Design demux_1to2_reg, sky130hd; sources not shown.
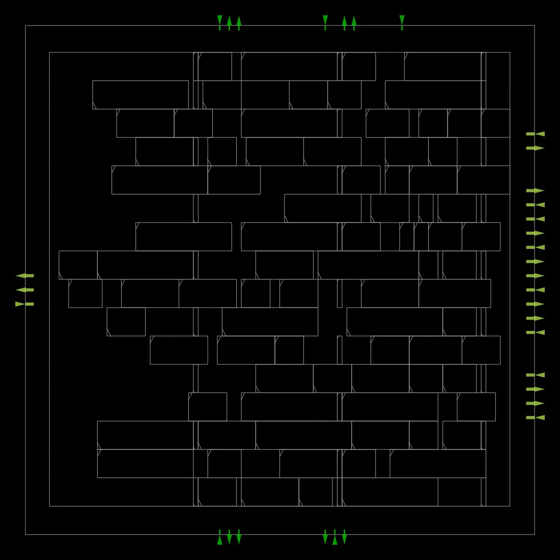
Fig. 1. Cell outlines without signal wires (run 1).
CORE AREA: 0.00192 mm^2
Rows: 16
Seq area share: 0.367
Well-Tap Cells: 27
registers: 18

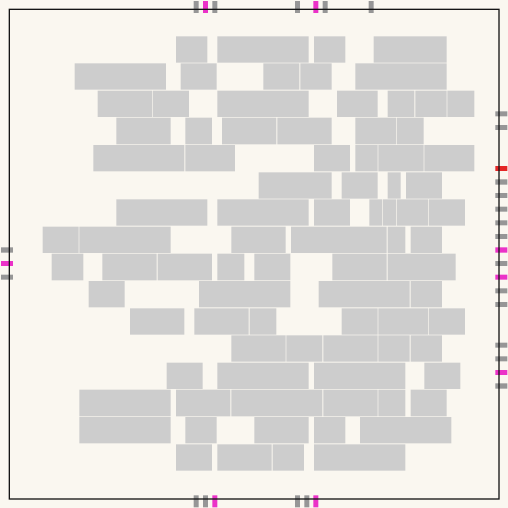
Fig. 2. I/O pins on the die edge (run 1).
Drawn at 10 px/um. Pins as bars across the die edge, other pins in grey.
Magenta stands for out1_data, pins 8, direction output, edge 3 east, 2 north, 2 south, 1 west. Red stands for in_ready, pins 1, direction output, edge east.
All pins by edge: 17 east, 7 north, 6 south, 3 west.
die x size: 48.8 um
Port Buffers: 32
Die H: 48.8 um

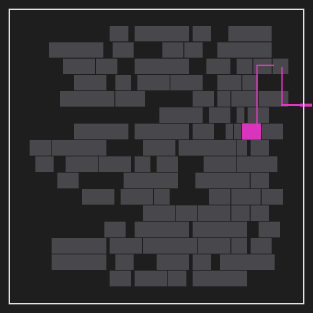
Fig. 3. Wires at chosen ports, followed through buffers (run 1).
Drawn at 6 px/um.
Magenta stands for in_ready, bits 1, direction output, end cells 1, buffers 1, wire 22.2 um.
Ports: 33

==> results.sh, run 1 <==
# yosys + openroad results
export IMPL_setup_viol=17
export IMPL_cts_tree="done"
export IMPL_layout_top_cells="17 x dfrtp_1, 16 x mux2_4, 12 x clkdlybuf4s50_1, 12 x dlygate4sd2_1, 6 x clkdlybuf4s15_1"
export IMPL_swShare=0.293
export IMPL_cp_depth=4
export IMPL_synth_nets=58
export IMPL_post_cts_buffers=0
export IMPL_num_nonclk_buffers=38
export IMPL_r2r_slack_ns=-0.08
export IMPL_grt_pass1_vias=552
export IMPL_netSwitchingPower_uw=488
export IMPL_finalHoldViolations=0
export IMPL_worst_setup_path_type="reg2reg"
export IMPL_flop_area_um2=452
export IMPL_fin_area_mm2=0.00123
export IMPL_met1_usage=0.172
export IMPL_violations="negative setup slack"
export IMPL_rr_worst_depth=4
export IMPL_cp_num_buf_inv=1
export IMPL_postCtsHoldBufs=0
export IMPL_status="finished with violations"
export IMPL_routabilityCongestion=0.676
export IMPL_wl_mm=1.65
export IMPL_diodes=0
export IMPL_cp_arrival_ns=1.50
export IMPL_slowest_stage="dfrtp_2"
export IMPL_finalSetupTns_ns=-1.17
export IMPL_relSlewSlack=0.848
export IMPL_num_vias=523
export IMPL_async_flop_share=1.00
export IMPL_h_tree_depth=1
export IMPL_yosysCellCount=44
export IMPL_cellLeakagePower_nw=0.584
export IMPL_timing_final_ws_setup_ns=-0.0785
export IMPL_sequentialPowerShare=0.447
export IMPL_comb_power_uw=567
export IMPL_drc_errors=0
export IMPL_vias_per_cell=4.63
export IMPL_powerClk_uw=354
Fig. 4: run 1, gate families picked out
Drawn at 10 px/um.
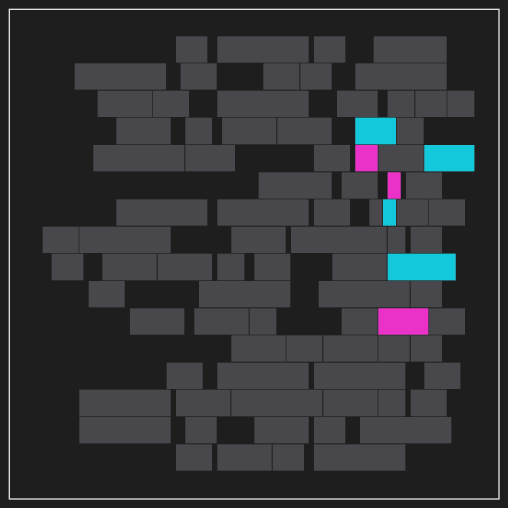

==> inputs of run 2 (changes only) <==
- CORE_UTILIZATION: 35 -> 39
- PLACE_DENSITY: 0.74 -> 0.78
- clock period: 1.24 -> 1.51 ns (I/O delays scaled with it)
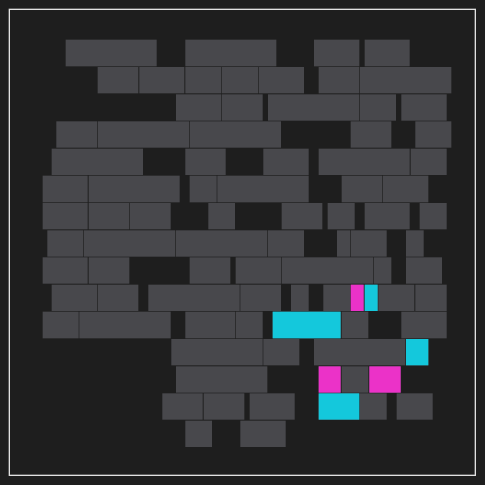
Fig. 5. Gate families picked out (run 2).
Drawn at 10 px/um.
Magenta stands for NAND gates, cells 3. Cyan stands for NOR gates, cells 4.
most numerous logic cell after layout: dfrtp_1
Cell Count, Final, Fillers Out: 112
fraction of area in multi-input gates: 0.211

==> results.sh, run 2 <==
# yosys + openroad results
export IMPL_grt_pass1_vias=497
export IMPL_cts_tree="done"
export IMPL_min_period_ns=1.42
export IMPL_powerClk_uw=293
export IMPL_cp_arrival_ns=1.60
export IMPL_setup_viol=0
export IMPL_comb_power_uw=431
export IMPL_placed_area_mm2=0.00111
export IMPL_rr_worst_depth=5
export IMPL_num_vias=524
export IMPL_clkTransAtPathRegs_ns=0.10
export IMPL_grt_use_met2=0.219
export IMPL_path_max_fanout=6
export IMPL_postCtsHoldBufs=0
export IMPL_finalHoldViolations=0
export IMPL_nWellTaps=25
export IMPL_fin_area_mm2=0.00118
export IMPL_synth_nets=58
export IMPL_layout_top_cells="18 x dfrtp_1, 17 x dlymetal6s2s_1, 16 x mux2_2"
export IMPL_wl_mm=1.41
export IMPL_relSlewSlack=0.818
export IMPL_largest_class="sequential cells"
export IMPL_finalSetupTns_ns=0
export IMPL_num_nonclk_buffers=39
export IMPL_flop_area_um2=450
export IMPL_swShare=0.287
export IMPL_timing_final_ws_setup_ns=0.0934
export IMPL_status="finished, final reports clean"
export IMPL_r2r_slack_ns=0.12
export IMPL_power_frac_clock=0.221
export IMPL_drc_errors=0
export IMPL_worst_setup_path_type="in2reg"
export IMPL_power_mw=1.33
export IMPL_io_buffers=32
export IMPL_cp_num_buf_inv=3
export IMPL_slowest_stage="clkdlybuf4s50_1"
export IMPL_adder_share=0
export IMPL_cellLeakagePower_nw=0.646
export IMPL_cp_depth=6
export IMPL_rows=15
export IMPL_slew_viol_final=0
export IMPL_h_tree_depth=1
export IMPL_met1_usage=0.184
export IMPL_netSwitchingPower_uw=380
export IMPL_worst_pin_slew_ns=0.272
export IMPL_io_pins=33
export IMPL_coreArea_mm2=0.00171
export IMPL_clk_share=0.0308
export IMPL_diodes=0
export IMPL_vias_per_cell=4.68
export IMPL_syn_inst=44
export IMPL_async_flop_share=1.00
export IMPL_n_all_inverters=1
export IMPL_worstSetupEndpointType="flop"
export IMPL_routabilityCongestion=0.729
export IMPL_p_int_uw=945
export IMPL_design_seq_count=18
export IMPL_seq_share=0.382
export IMPL_synthMuxAreaShare=0.256
export IMPL_sequentialPowerShare=0.454
export IMPL_yosysCellCount=44
export IMPL_post_cts_buffers=0
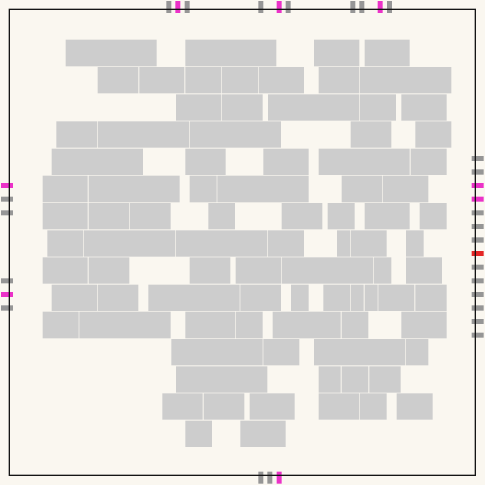
Fig. 6. I/O pins on the die edge (run 2).
Drawn at 10 px/um. Pins as bars across the die edge, other pins in grey.
die x size: 46.5 um
Die H: 46.5 um

